--- src/rtl/rvfi_trace_buffer.sv ---
// Retirement trace buffer: captures one record per retired instruction into a FIFO
// and serialises each record as four 32-bit words; a new record reaches out_valid the cycle after capture.
// Backpressure: out_ready stalls the serialiser; a full FIFO drops records, counted and flagged via gap.
module rvfi_trace_buffer #(
    parameter int DEPTH = 8
) (
    input  logic        clock,
    input  logic        reset,
    input  logic        valid,
    input  logic [31:0] pc_rdata,
    input  logic [31:0] insn,
    input  logic [31:0] rd_wdata,
    input  logic [4:0]  rd_addr,
    input  logic [1:0]  mode,
    output logic        out_valid,
    input  logic        out_ready,
    output logic [31:0] out_data,
    output logic        out_last,
    output logic [6:0]  level,
    output logic        overflow,
    output logic [15:0] drop_count
);

    localparam int AW = $clog2(DEPTH);
    localparam logic [6:0] FULL = 7'(DEPTH);

    typedef enum logic {IDLE, SEND} state_t;

    state_t          state;
    logic [1:0]      idx;
    logic [31:0]     mem_pc   [DEPTH];
    logic [31:0]     mem_insn [DEPTH];
    logic [31:0]     mem_wd   [DEPTH];
    logic [31:0]     mem_meta [DEPTH];
    logic [AW-1:0]   wr_ptr;
    logic [AW-1:0]   rd_ptr;
    logic [15:0]     seq;
    logic            pend_gap;

    logic            pop;
    logic            accept;
    logic [6:0]      level_pop;
    logic [6:0]      level_nxt;
    logic [31:0]     in_meta;
    logic [AW-1:0]   rd_ptr_nxt;
    logic [31:0]     head_w0;
    logic [31:0]     next_word;

    always_comb begin
        pop        = out_valid && out_ready && (idx == 2'd3);
        accept     = valid && ((level < FULL) || pop);
        level_pop  = level - {6'd0, pop};
        level_nxt  = level_pop + {6'd0, accept};
        in_meta    = {seq, 8'h00, pend_gap, mode, rd_addr};
        rd_ptr_nxt = rd_ptr + AW'(pop);
        // An empty FIFO (after any pop) means the only candidate head is the record arriving now
        head_w0    = (level_pop == 7'd0) ? pc_rdata : mem_pc[rd_ptr_nxt];
        next_word  = mem_meta[rd_ptr];
        if (idx == 2'd0)
            next_word = mem_insn[rd_ptr];
        else if (idx == 2'd1)
            next_word = mem_wd[rd_ptr];
    end

    always_ff @(posedge clock) begin
        if (accept && !reset) begin
            mem_pc[wr_ptr]   <= pc_rdata;
            mem_insn[wr_ptr] <= insn;
            mem_wd[wr_ptr]   <= rd_wdata;
            mem_meta[wr_ptr] <= in_meta;
        end
    end

    always_ff @(posedge clock) begin
        if (reset) begin
            wr_ptr     <= '0;
            rd_ptr     <= '0;
            level      <= '0;
            overflow   <= 1'b0;
            drop_count <= '0;
            seq        <= '0;
            pend_gap   <= 1'b0;
        end else begin
            if (valid)
                seq <= seq + 16'd1;
            if (accept) begin
                wr_ptr   <= wr_ptr + AW'(1);
                pend_gap <= 1'b0;
            end else if (valid) begin
                overflow <= 1'b1;
                pend_gap <= 1'b1;
                if (drop_count != 16'hFFFF)
                    drop_count <= drop_count + 16'd1;
            end
            rd_ptr <= rd_ptr_nxt;
            level  <= level_nxt;
        end
    end

    always_ff @(posedge clock) begin
        if (reset) begin
            state     <= IDLE;
            idx       <= 2'd0;
            out_valid <= 1'b0;
            out_last  <= 1'b0;
            out_data  <= '0;
        end else if (state == IDLE) begin
            if (level_nxt != 7'd0) begin
                state     <= SEND;
                idx       <= 2'd0;
                out_valid <= 1'b1;
                out_last  <= 1'b0;
                out_data  <= head_w0;
            end
        end else if (out_ready) begin
            if (idx == 2'd3) begin
                idx      <= 2'd0;
                out_last <= 1'b0;
                if (level_nxt != 7'd0) begin
                    out_data <= head_w0;
                end else begin
                    state     <= IDLE;
                    out_valid <= 1'b0;
                end
            end else begin
                idx      <= idx + 2'd1;
                out_data <= next_word;
                out_last <= (idx == 2'd2);
            end
        end
    end

endmodule

--- config.mk ---
export PLATFORM = sky130hd
export DESIGN_NAME = rvfi_trace_buffer
export DESIGN_NICKNAME = d
export VERILOG_FILES = /design/src/rtl/rvfi_trace_buffer.sv
export SDC_FILE = /design/constraint.sdc
export NUM_CORES = 1
export LEC_CHECK = 0
export ABC_AREA = 0
export CELL_PAD_IN_SITES_DETAIL_PLACEMENT = 0
export CELL_PAD_IN_SITES_GLOBAL_PLACEMENT = 1
export CORE_MARGIN = 10
export CORE_UTILIZATION = 45
export DETAILED_ROUTE_END_ITERATION = 16
export PLACE_DENSITY_LB_ADDON = 0.1
export SLEW_MARGIN = 20
export SYNTH_ARGS = -nofsm -noshare
export SYNTH_HDL_FRONTEND = slang
export SYNTH_SLANG_ARGS = --single-unit
--- constraint.sdc ---
create_clock -name clock -period 22.3 [get_ports clock]
set_clock_uncertainty 0.05 [all_clocks]
set_input_delay 4.46 -clock clock [delete_from_list [all_inputs] [get_ports clock]]
set_output_delay 4.46 -clock clock [all_outputs]
set_load 0.02 [all_outputs]
Figure 1. Drive-strength map.
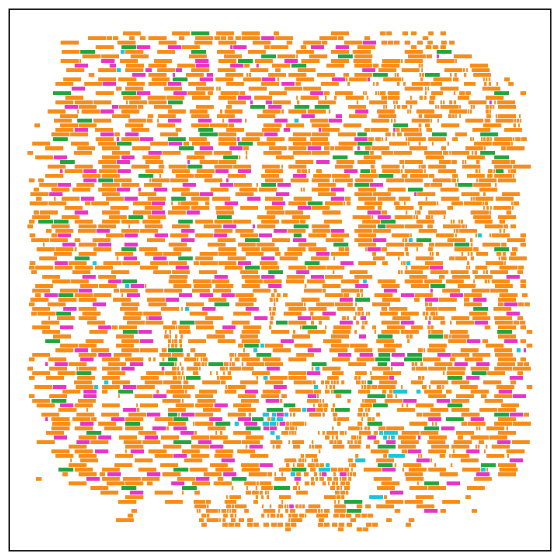
- _2 cells: magenta (cells 276; share 12%)
- _3 and _4 cells: cyan (cells 42; share 1.8%)
- _0 and _1 cells: orange (cells 1,942; share 81%)
- _6 and larger: green (cells 136; share 5.7%)
Area Growth Syn to Fin: 16.3%
Non-clock buffers: 199

Figure 2. The clock network.
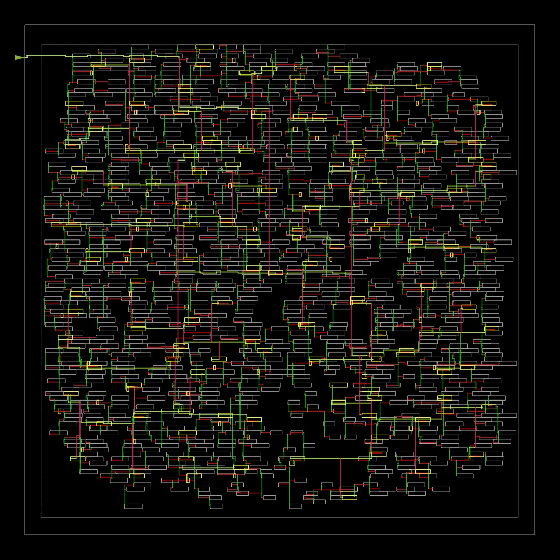
clk sinks: 1,044
Num CTS Buffers: 109
layout clock buffer count: 139
clk_lat worst skew: 0.66 ns
Clock group: 1.78 mW

Figure 3. Cell classes on the final placement.
Bar = 100 um. Fill, decap, tap and diode cells in grey.
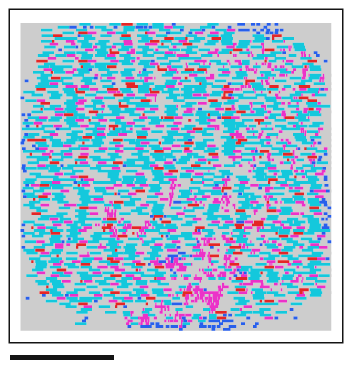
- other buffers and delay cells: blue (cells 199; share of their area 4.4%)
- flops: cyan (cells 1,044; share of their area 67%)
- clock drivers and dummy loads: red (cells 200; share of their area 7.7%)
- combinational and other logic: magenta (cells 953; share of their area 21%)
Final Util: 53.0%
Post-Layout Inst Area: 0.0471 sq mm

Figure 4. M2 wires.
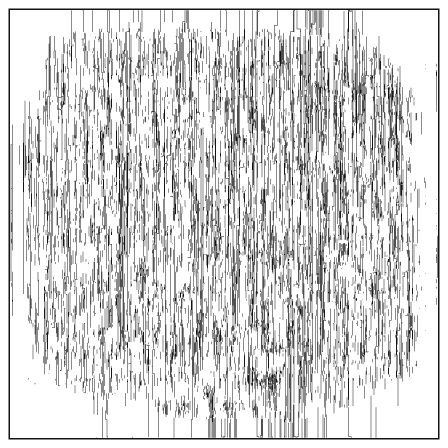
- nets with wire on the layer: 2,141
- longest straight run: 127 um
- main direction: vertical
- share of all routed wire: 49%

==> results.py <==
# Flow results
metrics = {
    "min_path": {
        "hold_depth": 2,
    },
    "routing": {
        "wl_um": 96800,
        "drc": 0,
    },
    "synth": {
        "ys.warnings.count": 0,
        "synth_cells": 2110,
        "yosys_area_sq_mm": 0.0405,
        "synth_top_cell_by_count": "edfxtp_1",
        "yosys_cells": 2110,
        "ys_seq_share_pct": 75.4,
        "top_cell_area_share_pct": 71.2,
    },
    "cells_and_area": {
        "lay_top_cells": "edfxtp_1 (960), mux4_2 (228), clkdlybuf4s50_1 (163), nand2_1 (156), nor2_1 (126)",
        "drive_above_1_share_pct": 18.9,
    },
    "clock_network": {
        "path_clk_slew_ns": 0.06,
        "root_buffer": "clkbuf_16",
    },
    "setup_path": {
        "cp_slowest_cell": "buf_4",
        "cp.required_ns": 22.53,
        "path_max_fanout": 57,
        "critPathLaunchType": "input port",
        "cp.arrival_ns": 8.69,
    },
    "die": {
        "die_y_um": 320,
        "die_x_um": 320,
        "coreArea_sq_mm": 0.0888,
    },
    "timing": {
        "rsz0062_at_grt": "no",
    },
    "run_status": {
        "status": "finished, final reports clean",
    },
    "grt": {
        "track_usage_pct": 18.8,
        "antenna_found_initial": 9,
        "gr-total-overflow": 0,
    },
    "power_and_ir_drop": {
        "p_total_mw": 4.18,
        "power_leakage_nw": 14.8,
    },
    "placement": {
        "portBuffers": 164,
    },
}
==> worst paths after layout <==
path | startpoint | end | slack, ns
setup / recovery | out_ready | mem_meta[7][19] | 13.84
hold / removal | overflow | overflow | 0.40
setup reg to reg | level[3] | mem_meta[7][19] | 17.46
hold reg to reg | overflow | overflow | 0.40
==> area by class of cell <==
class	instances	area, sq um
diodes	1	2.50
clock buffers	139	2870
clock inverters	61	656
fillers	6972	41700
inverters	13	48.8
multi-input cells	940	9530
flip-flops and latches	1044	30500
well taps	1165	1460
repair buffers	199	1990
==> per-layer routing <==
layer  vias to the layer above  GRT usage [%]  wire length [um]
met5                         -              0                58
met4                        10           4.58              1760
met3                       132           3.32              4690
met2                       474           31.3             47600
met1                     10900           25.6             42700
li1                       8945              -                 -
==> power breakdown <==
group / leakage, nW / total (mW) / internal [mW] / switching [mW]
clock: 1.73 / 1.78 / 1.04 / 0.741
sequential: 9.44 / 2.19 / 2.17 / 0.0218
combinational: 3.60 / 0.206 / 0.0782 / 0.128
total: 14.8 / 4.18 / 3.29 / 0.891
==> per-stage QoR <==
step                      hold WS (ns)  cells  instance area, sq um  setup slack [ns]
after global routing             0.432   3561                 47100             13.56
final                            0.402   3562                 47100             13.84
after detailed placement         0.392   3359                 43500             13.07
after global placement           0.389   3359                 43500             13.17
after CTS                        0.400   3559                 47000             13.77
after floorplan                  0.412   2110                 40500              7.38
==> critical path, delay by kind of cell <==
kind                   cells  cell delay (ns)
buffers and inverters      4             2.62
AND/OR/NAND/NOR            5             1.51
==> state kept, by name, indices dropped and copies added (netlist names), 2 cells and up <==
signal / flops
mem_insn: 256
level: 7
mem_wd: 256
rd_ptr: 3
idx: 2
drop_count: 16
out_data: 32
wr_ptr: 3
mem_pc: 256
seq: 16
mem_meta: 192
==> kinds of logic (layout without fill, tap and decap cells) <==
| logic type | after synthesis | count (layout) | share of synthesized area, % |
|---|---|---|---|
| buf+inv | 126 | 412 | 1.30 |
| flops | 1044 | 1044 | 75.4 |
| compound gates | 172 | 172 | 3.00 |
| other cells | 0 | 1 | 0 |
| fa+ha+maj | 13 | 13 | 0.402 |
| mux | 299 | 299 | 14.5 |
| xor+xnor | 39 | 39 | 0.844 |
| simple gates | 417 | 417 | 4.59 |
Power and IR drop assume default switching activity.
